Fig. 1: clock routing
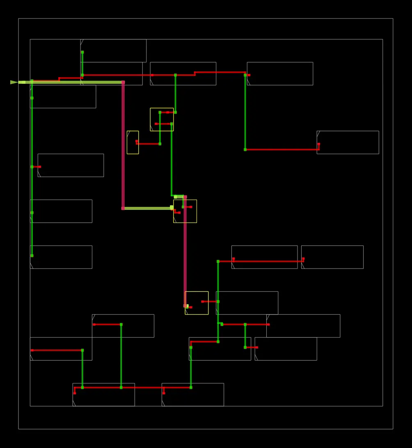
Fig. 2: routed metal, one color a layer
(6 px per um)
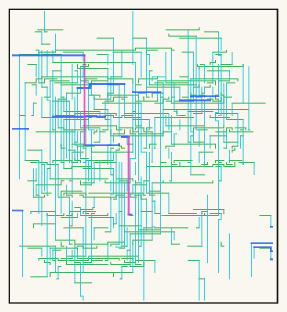
Fig. 3: placement density heat map
(8 px per um) 9 x 10 tiles, from black (low) to pale yellow (high), 0 to 100% covered.
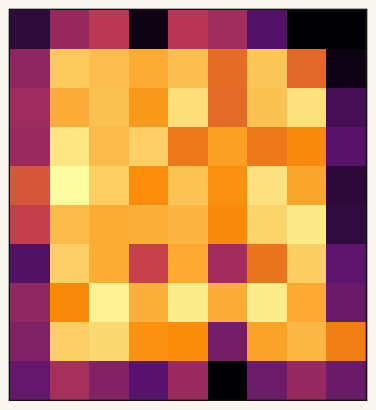
File: config.mk
export PLATFORM = sky130hd
export DESIGN_NAME = pipe_phy_detect_resp
export DESIGN_NICKNAME = d
export VERILOG_FILES = /design/src/rtl/pipe_pkg.sv /design/src/rtl/pipe_phy_detect_resp.sv
export SDC_FILE = /design/constraint.sdc
export NUM_CORES = 1
export LEC_CHECK = 0
export ABC_AREA = 1
export CAP_MARGIN = 40
export CORE_ASPECT_RATIO = 1.1
export CORE_UTILIZATION = 53
export CTS_CLUSTER_SIZE = 24
export DETAILED_ROUTE_END_ITERATION = 12
export PLACE_DENSITY_LB_ADDON = 0.08
export SYNTH_ARGS = -nofsm -noshare
export SYNTH_HDL_FRONTEND = slang
export SYNTH_SLANG_ARGS = --single-unit
File: constraint.sdc
create_clock -name i_core_clk -period 1.4 [get_ports i_core_clk]
set_clock_uncertainty 0.1 [all_clocks]
set_input_delay 0.28 -clock i_core_clk [delete_from_list [all_inputs] [get_ports i_core_clk]]
set_output_delay 0.28 -clock i_core_clk [all_outputs]
set_load 0.1 [all_outputs]
File: src/rtl/pipe_pkg.sv
// pipe_pkg: PIPE power-state codes plus types and constants for the PHY detect responder.
package pipe_pkg;
    localparam logic [2:0] P0 = 3'd0;
    localparam logic [2:0] P1 = 3'd1;
    localparam logic [2:0] P2 = 3'd2;
    localparam logic [2:0] P3 = 3'd3;

    localparam logic [2:0] RXS_NONE     = 3'b000;
    localparam logic [2:0] RXS_DETECTED = 3'b011;
    localparam logic [2:0] RXS_DET_ERR  = 3'b100;

    typedef enum logic [2:0] {
        ST_RST,
        ST_IDLE,
        ST_PD_WAIT,
        ST_PD_ACK,
        ST_DET_WAIT,
        ST_DET_ACK,
        ST_DET_HOLD
    } phy_resp_st;

    function automatic int max3(input int a, input int b, input int c);
        int m;
        m = (a > b) ? a : b;
        return (m > c) ? m : c;
    endfunction
endpackage

File: src/rtl/pipe_phy_detect_resp.sv
// pipe_phy_detect_resp: PHY-side responder for PIPE receiver detection and PowerDown handshakes.
// Define DET_ERR_INJ_EN to let i_det_err force RxStatus=100 in the detect result.
module pipe_phy_detect_resp
    import pipe_pkg::*;
#(
    parameter int RST_CYCLES = 16,
    parameter int PD_LAT     = 4,
    parameter int DET_LAT    = 8
) (
    input  logic       i_core_clk,
    input  logic       i_rstn,
    input  logic [2:0] PowerDown,
    input  logic       TxDetectRxorLpbk,
    input  logic       i_far_end_present,
    input  logic       i_det_err,
    output logic       PhyStatus,
    output logic [2:0] RxStatus,
    output logic       RxElecIdle,
    output logic       o_busy
);
    localparam int CW = $clog2(max3(RST_CYCLES, PD_LAT, DET_LAT) + 1);

    phy_resp_st    st_q, st_d;
    logic [CW-1:0] cnt_q, cnt_d, cnt_dec;
    logic [2:0]    pd_q, pd_d, pd_new_q, pd_new_d, rxstatus_q, rxstatus_d, det_res;
    logic          txd_q, det_edge, phystatus_q, phystatus_d, rxelecidle_q, busy_q, busy_d;

    assign det_edge = TxDetectRxorLpbk & ~txd_q;
    assign cnt_dec  = (cnt_q == '0) ? '0 : cnt_q - CW'(1);

`ifdef DET_ERR_INJ_EN
    assign det_res = i_det_err ? RXS_DET_ERR : (i_far_end_present ? RXS_DETECTED : RXS_NONE);
`else
    logic unused_det_err;
    assign unused_det_err = i_det_err;
    assign det_res = i_far_end_present ? RXS_DETECTED : RXS_NONE;
`endif

    always_ff @(posedge i_core_clk) begin
        if (!i_rstn) begin
            st_q         <= ST_RST;
            cnt_q        <= CW'(RST_CYCLES);
            pd_q         <= P1;
            pd_new_q     <= P1;
            txd_q        <= 1'b0;
            phystatus_q  <= 1'b1;
            rxstatus_q   <= RXS_NONE;
            rxelecidle_q <= 1'b1;
            busy_q       <= 1'b1;
        end else begin
            st_q         <= st_d;
            cnt_q        <= cnt_d;
            pd_q         <= pd_d;
            pd_new_q     <= pd_new_d;
            txd_q        <= TxDetectRxorLpbk;
            phystatus_q  <= phystatus_d;
            rxstatus_q   <= rxstatus_d;
            rxelecidle_q <= ~i_far_end_present;
            busy_q       <= busy_d;
        end
    end

    // A PowerDown mismatch outranks a detect edge; that edge is consumed by txd_q and lost.
    always_comb begin
        st_d     = st_q;
        cnt_d    = cnt_q;
        pd_new_d = pd_new_q;
        case (st_q)
            ST_RST: begin
                cnt_d = cnt_dec;
                st_d  = (cnt_q <= CW'(1)) ? ST_IDLE : ST_RST;
            end
            ST_IDLE: begin
                if (PowerDown != pd_q) begin
                    st_d     = ST_PD_WAIT;
                    cnt_d    = CW'(PD_LAT - 1);
                    pd_new_d = PowerDown;
                end else if (det_edge && pd_q == P1) begin
                    st_d  = ST_DET_WAIT;
                    cnt_d = CW'(DET_LAT - 1);
                end
            end
            ST_PD_WAIT: begin
                cnt_d = cnt_dec;
                st_d  = (cnt_q == '0) ? ST_PD_ACK : ST_PD_WAIT;
            end
            ST_PD_ACK: st_d = ST_IDLE;
            ST_DET_WAIT: begin
                cnt_d = cnt_dec;
                st_d  = !TxDetectRxorLpbk ? ST_IDLE : (cnt_q == '0) ? ST_DET_ACK : ST_DET_WAIT;
            end
            ST_DET_ACK:  st_d = ST_DET_HOLD;
            ST_DET_HOLD: st_d = TxDetectRxorLpbk ? ST_DET_HOLD : ST_IDLE;
            default:     st_d = ST_IDLE;
        endcase
    end

    always_comb begin
        phystatus_d = (st_q == ST_RST && cnt_q > CW'(1)) || st_q == ST_PD_ACK || st_q == ST_DET_ACK;
        rxstatus_d  = (st_q == ST_DET_ACK) ? det_res : RXS_NONE;
        pd_d        = (st_q == ST_PD_ACK) ? pd_new_q : pd_q;
        busy_d      = st_d != ST_IDLE;
    end

    assign PhyStatus  = phystatus_q;
    assign RxStatus   = rxstatus_q;
    assign RxElecIdle = rxelecidle_q;
    assign o_busy     = busy_q;
endmodule
==> flow_summary_export.csv <==
group,metric,value,unit
synth,syn-cell-area,1050,sq um
synth,netlist_top_cells_count,"nand2_1, dfxtp_1, inv_1",
synth,netlist_instances,150,
layout,seq-cell-share,28.5,%
route,wl_per_cell,10.9,um
final_timing,fmax,0.724,GHz
route,drc_errors,0,
synth,yosysUniqueCellTypes,29,
layout,comb_area_share,42.8,%
run_status,outcome,"complete, no violations",
layout,num-fill-cells,142,
power_and_ir_drop,vdd_drop_max,1.01,mV
setup_path,slowest_stage,"dfxtp_1",
clocking,htree_levels,1,
route,routed_wl,2.12,mm
setup_path,worstPathArrival,1470,ps
clocking,cts_resized,0,
worst_hold_path,min_to,"txd_q$_SDFF_PN0_",
clocking,hold_buffers,0,
floorplan,fp.dieArea,2170,sq um
grt,track_usage,22.3,%
layout,signal_buffers,19,
grt,antenna_found_initial,0,
power_and_ir_drop,powerDensity,1580,nW/um^2
route,drt_first_pass_iters,4,
setup_path,start_kind,"register",
grt,grt_pass1_vias,914,
worst_hold_path,hold_path_depth,3,
setup_path,r2r_start,"pd_q[0]$_SDFFE_PN1P_",
floorplan,tap_cells,27,
-- Fig. 1 (at the start) --
later-pin clock latency in the skew report: 290 ps
Num CTS Buffers: 3
registers: 19

-- Fig. 2 (at the start) --
- M4: magenta (wire length 27.9 um)
- M1: green (wire length 920 um)
- M3: blue (wire length 62.5 um)
- M2: cyan (wire length 1110 um)

-- Fig. 3 (at the start) --
- nearly empty tiles: 3.3%
- mean over tiles: 62%
- fullest tile: 99%

## state kept, by name, indices dropped and copies added, names as in the netlist
signal,cells
cnt_q,5
pd_new_q,3
pd_q,3
st_q,3
PhyStatus,1
RxElecIdle,1
RxStatus,1
o_busy,1
txd_q,1
## placed cells by master (no fill, tap or decap), drive strengths merged
master         instances
ha                     3
o211ai                 2
conb                   1
nand2                 40
clkdlybuf4s50          2
dlymetal6s2s           4
nor3                   3
inv                   23
a21oi                  9
nand3                 14
buf                   13
a21boi                 1
nor2                  18
o21ai                  8
dfxtp                 19
xor2                   1
xnor2                  1
o21bai                 1
clkbuf                 4
nand4                  1
## stage by stage
step           cells  power (W)  utilization [%]  TNS, ps
2_1_floorplan    150    0.00150                -        0
3_3_place_gp     189    0.00175             69.8    -2940
3_5_place_dp     189    0.00177             69.8    -3210
4_1_cts          193    0.00205             71.2    -11.8
5_1_grt          195    0.00237             75.3    -24.6
6_report         195    0.00217             75.3        0
## worst max-delay path: cells and delay by family, from the launching register on
| kind | cells | cell delay, ps |
|---|---|---|
| simple gates | 6 | 520 |
| flops | 1 | 340 |
| buf+inv | 1 | 70 |
| compound gates | 1 | 240 |
## routing by layer
layer,vias to the layer above,GRT usage [%],routed length [um]
met2,21,39.7,1110
met3,4,2.24,62
met4,0,7.58,27
met1,432,26.9,919
met5,-,0,0
li1,500,-,-
## kinds of logic after synthesis
family	share of synthesized area, %
buf+inv	11.5
other cells	0.357
fa+ha+maj	3.57
compound gates	12.7
flops	36.2
xor+xnor	2.38
simple gates	33.2
## power breakdown
group,switching (W),internal (W)
clock,0.000164,0.000111
sequential,0.000130,0.000661
combinational,0.000637,0.000471
Power and IR drop assume default switching activity.
